$ cat config.mk
export PLATFORM = sky130hd
export DESIGN_NAME = sys_rst_seq
export DESIGN_NICKNAME = d
export VERILOG_FILES = /design/src/rtl/sys_rst_seq.sv
export SDC_FILE = /design/constraint.sdc
export NUM_CORES = 1
export LEC_CHECK = 0
export ABC_AREA = 0
export CAP_MARGIN = 10
export CORE_MARGIN = 2
export CORE_UTILIZATION = 45
export DETAILED_ROUTE_END_ITERATION = 7
export GPL_TIMING_DRIVEN = 0
export SLEW_MARGIN = 20
export SYNTH_ARGS = -nofsm -noshare
export SYNTH_HDL_FRONTEND = slang
export SYNTH_SLANG_ARGS = --single-unit
$ cat constraint.sdc
create_clock -name clk -period 5.6 [get_ports clk]
set_clock_uncertainty 0.05 [all_clocks]
set_input_delay 0.84 -clock clk [delete_from_list [all_inputs] [get_ports clk]]
set_output_delay 0.84 -clock clk [all_outputs]
set_load 0.01 [all_outputs]
$ cat src/rtl/sys_rst_seq.sv
// sys_rst_seq: staged reset sequencer.
// Takes the board async active-low reset and produces NUM_STAGES resets that
// deassert synchronously, one after another, once the clock source reports lock.
// A lock timeout ends in a sticky FAULT state. All outputs come from flops.
module sys_rst_seq #(
  parameter int NUM_STAGES   = 4,
  parameter int SYNC_STAGES  = 2,
  parameter int HOLD_CYCLES  = 16,
  parameter int STAGE_GAP    = 8,
  parameter int LOCK_TIMEOUT = 1024,
  parameter int CNT_W        = 16
) (
  input  logic                  clk,
  input  logic                  rst_n,
  input  logic                  lock_i,
  input  logic                  soft_rst_req,
  output logic [NUM_STAGES-1:0] rst_out_n,
  output logic                  rst_done,
  output logic                  lock_timeout,
  output logic [2:0]            state_o
);

  localparam int IDX_W = (NUM_STAGES > 1) ? $clog2(NUM_STAGES) : 1;

  typedef enum logic [2:0] {
    HOLD      = 3'd0,
    WAIT_LOCK = 3'd1,
    RELEASE   = 3'd2,
    RUN       = 3'd3,
    FAULT     = 3'd4
  } state_t;

  state_t                state_q, state_d;
  logic [SYNC_STAGES-1:0] rst_sync_q;
  logic [1:0]            lock_sync_q;
  logic                  rst_sync, lock_s;
  logic [CNT_W-1:0]      cnt_q, cnt_d;
  logic [IDX_W-1:0]      idx_q, idx_d;
  logic [NUM_STAGES-1:0] out_q, out_d;
  logic                  done_q, done_d;
  logic                  to_q, to_d;

  logic hold_term, gap_term, to_term, last_idx;

  assign rst_sync  = rst_sync_q[SYNC_STAGES-1];
  assign lock_s    = lock_sync_q[1];
  assign hold_term = (cnt_q == CNT_W'(HOLD_CYCLES - 1));
  assign gap_term  = (cnt_q == CNT_W'(STAGE_GAP - 1));
  assign to_term   = (cnt_q == CNT_W'(LOCK_TIMEOUT - 1));
  assign last_idx  = (idx_q == IDX_W'(NUM_STAGES - 1));

  // Reset-deassert synchronizer: async clear, shifts in ones
  always_ff @(posedge clk or negedge rst_n) begin
    if (!rst_n) rst_sync_q <= '0;
    else        rst_sync_q <= {rst_sync_q[SYNC_STAGES-2:0], 1'b1};
  end

  // Two-flop synchronizer for the asynchronous lock indication
  always_ff @(posedge clk or negedge rst_n) begin
    if (!rst_n) lock_sync_q <= '0;
    else        lock_sync_q <= {lock_sync_q[0], lock_i};
  end

  // State register
  always_ff @(posedge clk or negedge rst_n) begin
    if (!rst_n) state_q <= HOLD;
    else        state_q <= state_d;
  end

  // Next-state logic: soft reset first, then lock loss, then progression
  always_comb begin
    state_d = state_q;
    if (soft_rst_req) begin
      state_d = HOLD;
    end else if (rst_sync) begin
      case (state_q)
        HOLD:      if (hold_term) state_d = WAIT_LOCK;
        WAIT_LOCK: begin
          if (lock_s)       state_d = RELEASE;
          else if (to_term) state_d = FAULT;
        end
        RELEASE: begin
          if (!lock_s)                  state_d = HOLD;
          else if (gap_term && last_idx) state_d = RUN;
        end
        RUN:       if (!lock_s) state_d = HOLD;
        FAULT:     state_d = FAULT;
        default:   state_d = HOLD;
      endcase
    end
  end

  // Next values of counter, stage index and registered outputs
  always_comb begin
    cnt_d  = cnt_q;
    idx_d  = idx_q;
    out_d  = out_q;
    done_d = done_q;
    to_d   = to_q;
    if (soft_rst_req) begin
      cnt_d  = '0;
      idx_d  = '0;
      out_d  = '0;
      done_d = 1'b0;
      to_d   = 1'b0;
    end else if (rst_sync) begin
      case (state_q)
        HOLD: begin
          if (hold_term) cnt_d = '0;
          else           cnt_d = cnt_q + 1'b1;
        end
        WAIT_LOCK: begin
          if (lock_s) begin
            cnt_d = '0;
            idx_d = '0;
          end else if (to_term) begin
            cnt_d = '0;
            to_d  = 1'b1;
          end else begin
            cnt_d = cnt_q + 1'b1;
          end
        end
        RELEASE: begin
          if (!lock_s) begin
            cnt_d  = '0;
            idx_d  = '0;
            out_d  = '0;
            done_d = 1'b0;
          end else if (gap_term) begin
            cnt_d        = '0;
            out_d[idx_q] = 1'b1;
            if (last_idx) done_d = 1'b1;
            else          idx_d  = idx_q + 1'b1;
          end else begin
            cnt_d = cnt_q + 1'b1;
          end
        end
        RUN: begin
          if (!lock_s) begin
            cnt_d  = '0;
            idx_d  = '0;
            out_d  = '0;
            done_d = 1'b0;
          end
        end
        FAULT: begin
          out_d = '0;
          to_d  = 1'b1;
        end
        default: begin
          cnt_d = '0;
          idx_d = '0;
          out_d = '0;
        end
      endcase
    end
  end

  // Datapath and output registers
  always_ff @(posedge clk or negedge rst_n) begin
    if (!rst_n) begin
      cnt_q  <= '0;
      idx_q  <= '0;
      out_q  <= '0;
      done_q <= 1'b0;
      to_q   <= 1'b0;
    end else begin
      cnt_q  <= cnt_d;
      idx_q  <= idx_d;
      out_q  <= out_d;
      done_q <= done_d;
      to_q   <= to_d;
    end
  end

  assign rst_out_n    = out_q;
  assign rst_done     = done_q;
  assign lock_timeout = to_q;
  assign state_o      = state_q;

endmodule
layers.png
Only two layers are drawn.
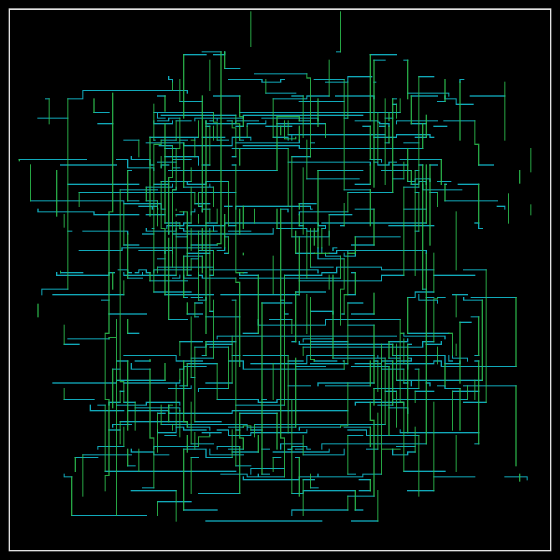
cyan -> M1  # wire length 1770 um
green -> M2  # wire length 1610 um

clock_nets.png
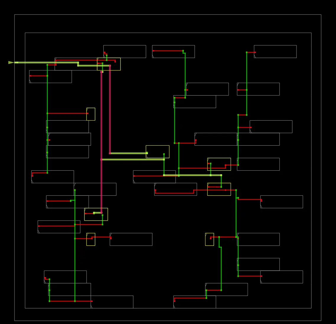
number of clock buffers in the layout: 5
clock sink total: 31
P_clk: 170 uW

==> impl_metrics.env <==
# yosys + openroad results
export IMPL_wl_um=3560
export IMPL_yosysSeqAreaShare_pct=44.1
export IMPL_cts_buffers=5
export IMPL_die_area_mm2=0.00443
export IMPL_power_total_uw=445
export IMPL_place_congestion=0.772
export IMPL_crit_end="cnt_q[4]$_DFFE_PN0P_"
export IMPL_clockPowerShare_pct=38.1
export IMPL_clockRootBuffer="clkbuf_8"
export IMPL_dr_wl_met2_um=1610
export IMPL_min_path_cells=0
export IMPL_yosysCellCount=186
export IMPL_p_int_uw=329
export IMPL_grt_use_met3_pct=4.05
export IMPL_ys_sh_mux_pct=0.569
export IMPL_power_density_mw_per_mm2=221
export IMPL_yosysWarningCount=0
export IMPL_drive_gt1_share_pct=8.78
export IMPL_grt_max_degree=32
export IMPL_worstSetupPathType="reg -> reg"
export IMPL_grt_remaining_overflow=0
export IMPL_synth_adder_area_share_pct=3.56
export IMPL_cts_tree="done"
export IMPL_fin_ws_ns=3.05
export IMPL_floorplan_nets=195
export IMPL_grt_busiest_layer="met2"
export IMPL_drv_slew=0
export IMPL_syn_area_mm2=0.00176
export IMPL_drt_met1_wl_um=1770
export IMPL_placed_area_mm2=0.00192
export IMPL_maxCapViolations=0
export IMPL_combPwrFrac_pct=9.6
export IMPL_hold_viol_final=0
export IMPL_seq_cell_power_uw=232
export IMPL_timing_rr_end="cnt_q[4]$_DFFE_PN0P_"
export IMPL_grtUsageTotal_pct=19.1
export IMPL_dp_hpwl_um=2540
export IMPL_htree_levels=2
export IMPL_seq_power_share_pct=52.2
export IMPL_stdcell_count=253
export IMPL_crit_family="simple AND/OR/NAND/NOR gates"
export IMPL_period_used_pct=45.6
export IMPL_path_depth=7
export IMPL_p_switching_uw=116
export IMPL_post_cts_buffers=0
export IMPL_clk_latency_ns=0.28
export IMPL_xor_area_share_pct=6.97
export IMPL_synthCells=186
export IMPL_diodes=0
export IMPL_powerComb_uw=42.8
export IMPL_synth_cell_types=41
export IMPL_slowest_stage="nor4bb_1"
export IMPL_avgViaCountPerCell=5.54
export IMPL_portBuffers=11
export IMPL_synth_top_flop_cell="dfrtp_1"
export IMPL_hold_slack_ns=0.300
export IMPL_grt_antenna_before_repair=0
export IMPL_maxClockFrequency_mhz=392
export IMPL_power_leakage_uw=0.000838
export IMPL_worstPathCellList="ha_1 > nor4bb_1 > nand4_1 > a22o_1 > o31ai_4 > buf_6 > nor2_1"
export IMPL_postLayoutCoreUtil_pct=54.0
export IMPL_tns_ns=0
export IMPL_worst_pin_slew_ns=0.765
export IMPL_placedCellCount=245
export IMPL_yosys_area_mm2=0.00176
export IMPL_final_design_area_no_fill_mm2=0.00201
export IMPL_critical_path_max_stage_delay_ns=0.58
export IMPL_edf_count=0
export IMPL_worstPathBufferInverterCount=1
export IMPL_cts_resized=0
export IMPL_wl_per_cell_um=14.1
export IMPL_top_logic_kind="simple AND/OR/NAND/NOR gates"
export IMPL_clk_pin_slew_ns=0.07
export IMPL_fin_crit_ns=2.55
export IMPL_core_area_mm2=0.00372
export IMPL_p_sw_share_pct=26.1
export IMPL_drtIter0Drc=62
export IMPL_first_pass_iters=4
export IMPL_top_cell="dfrtp_1"
export IMPL_nets=213
export IMPL_worstSetupStartpoint="cnt_q[0]$_DFFE_PN0P_"
export IMPL_common_cells="31 x dfrtp_1, 23 x nor2_1, 13 x nand2_1, 12 x o21ai_0, 11 x a21oi_1"
export IMPL_rows=22
export IMPL_finalSetupViolations=0
export IMPL_status="complete, no violations"
export IMPL_area_leaders="dfrtp_1 44%, nor2_1 4.9%, xor2_1 4.0%"
export IMPL_crit_fanout=10
export IMPL_layout_cells_most_common="dfrtp_1"
export IMPL_top_layer_used="met4"
export IMPL_met1_usage_pct=25.4
pinout.png
Pins as bars across the die edge, other pins in grey.
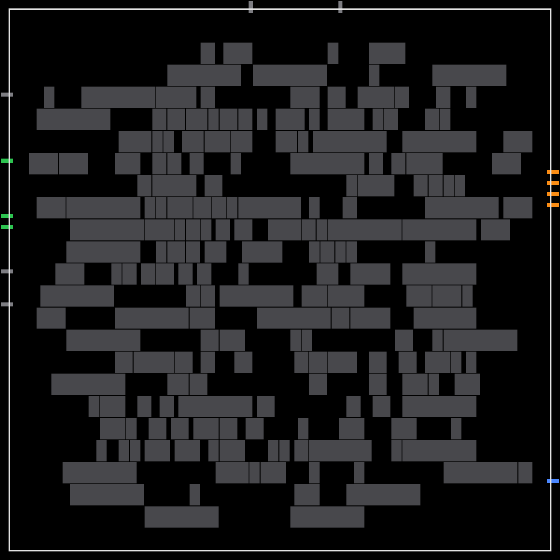
orange -> rst_out_n  # pins 4, direction output, edge right
blue -> rst_n  # pins 1, direction input, edge right
green -> state_o  # pins 3, direction output, edge left
all pins by edge = 6 left, 5 right, 2 top

ff_map.png
Scale bar: 20 um. Other sequential cells in the stronger grey, the rest of the logic in the fainter grey.
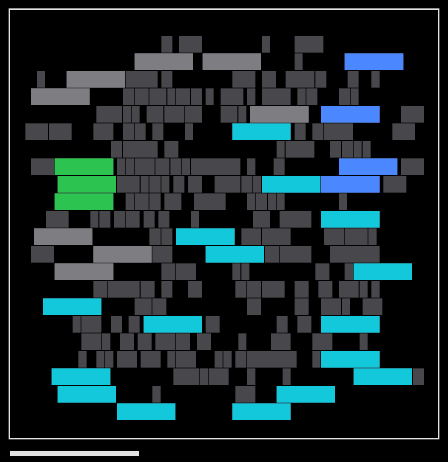
blue -> rst_out_n  # flops 4
cyan -> cnt_q  # flops 16
green -> state_o  # flops 3

[final cells by class]
| class | instances | area (um2) | area share, % |
|---|---|---|---|
| tap | 48 | 60.1 | 2.99 |
| inverter | 9 | 33.8 | 1.68 |
| buffer | 9 | 56.3 | 2.80 |
| sequential | 31 | 776 | 38.6 |
| multi-input combinational | 137 | 893 | 44.5 |
| clock inverter | 3 | 15.0 | 0.748 |
| timing repair buffer | 11 | 105 | 5.23 |
| clock buffer | 5 | 68.8 | 3.43 |
[state kept, by name (all words and copies together) (netlist names)]
signal	flops
rst_out_n	4
rst_sync_q	2
lock_sync_q	2
rst_done	1
lock_timeout	1
cnt_q	16
idx_q	2
state_o	3
No activity file was given, so power comes from the tool's default toggle rates.
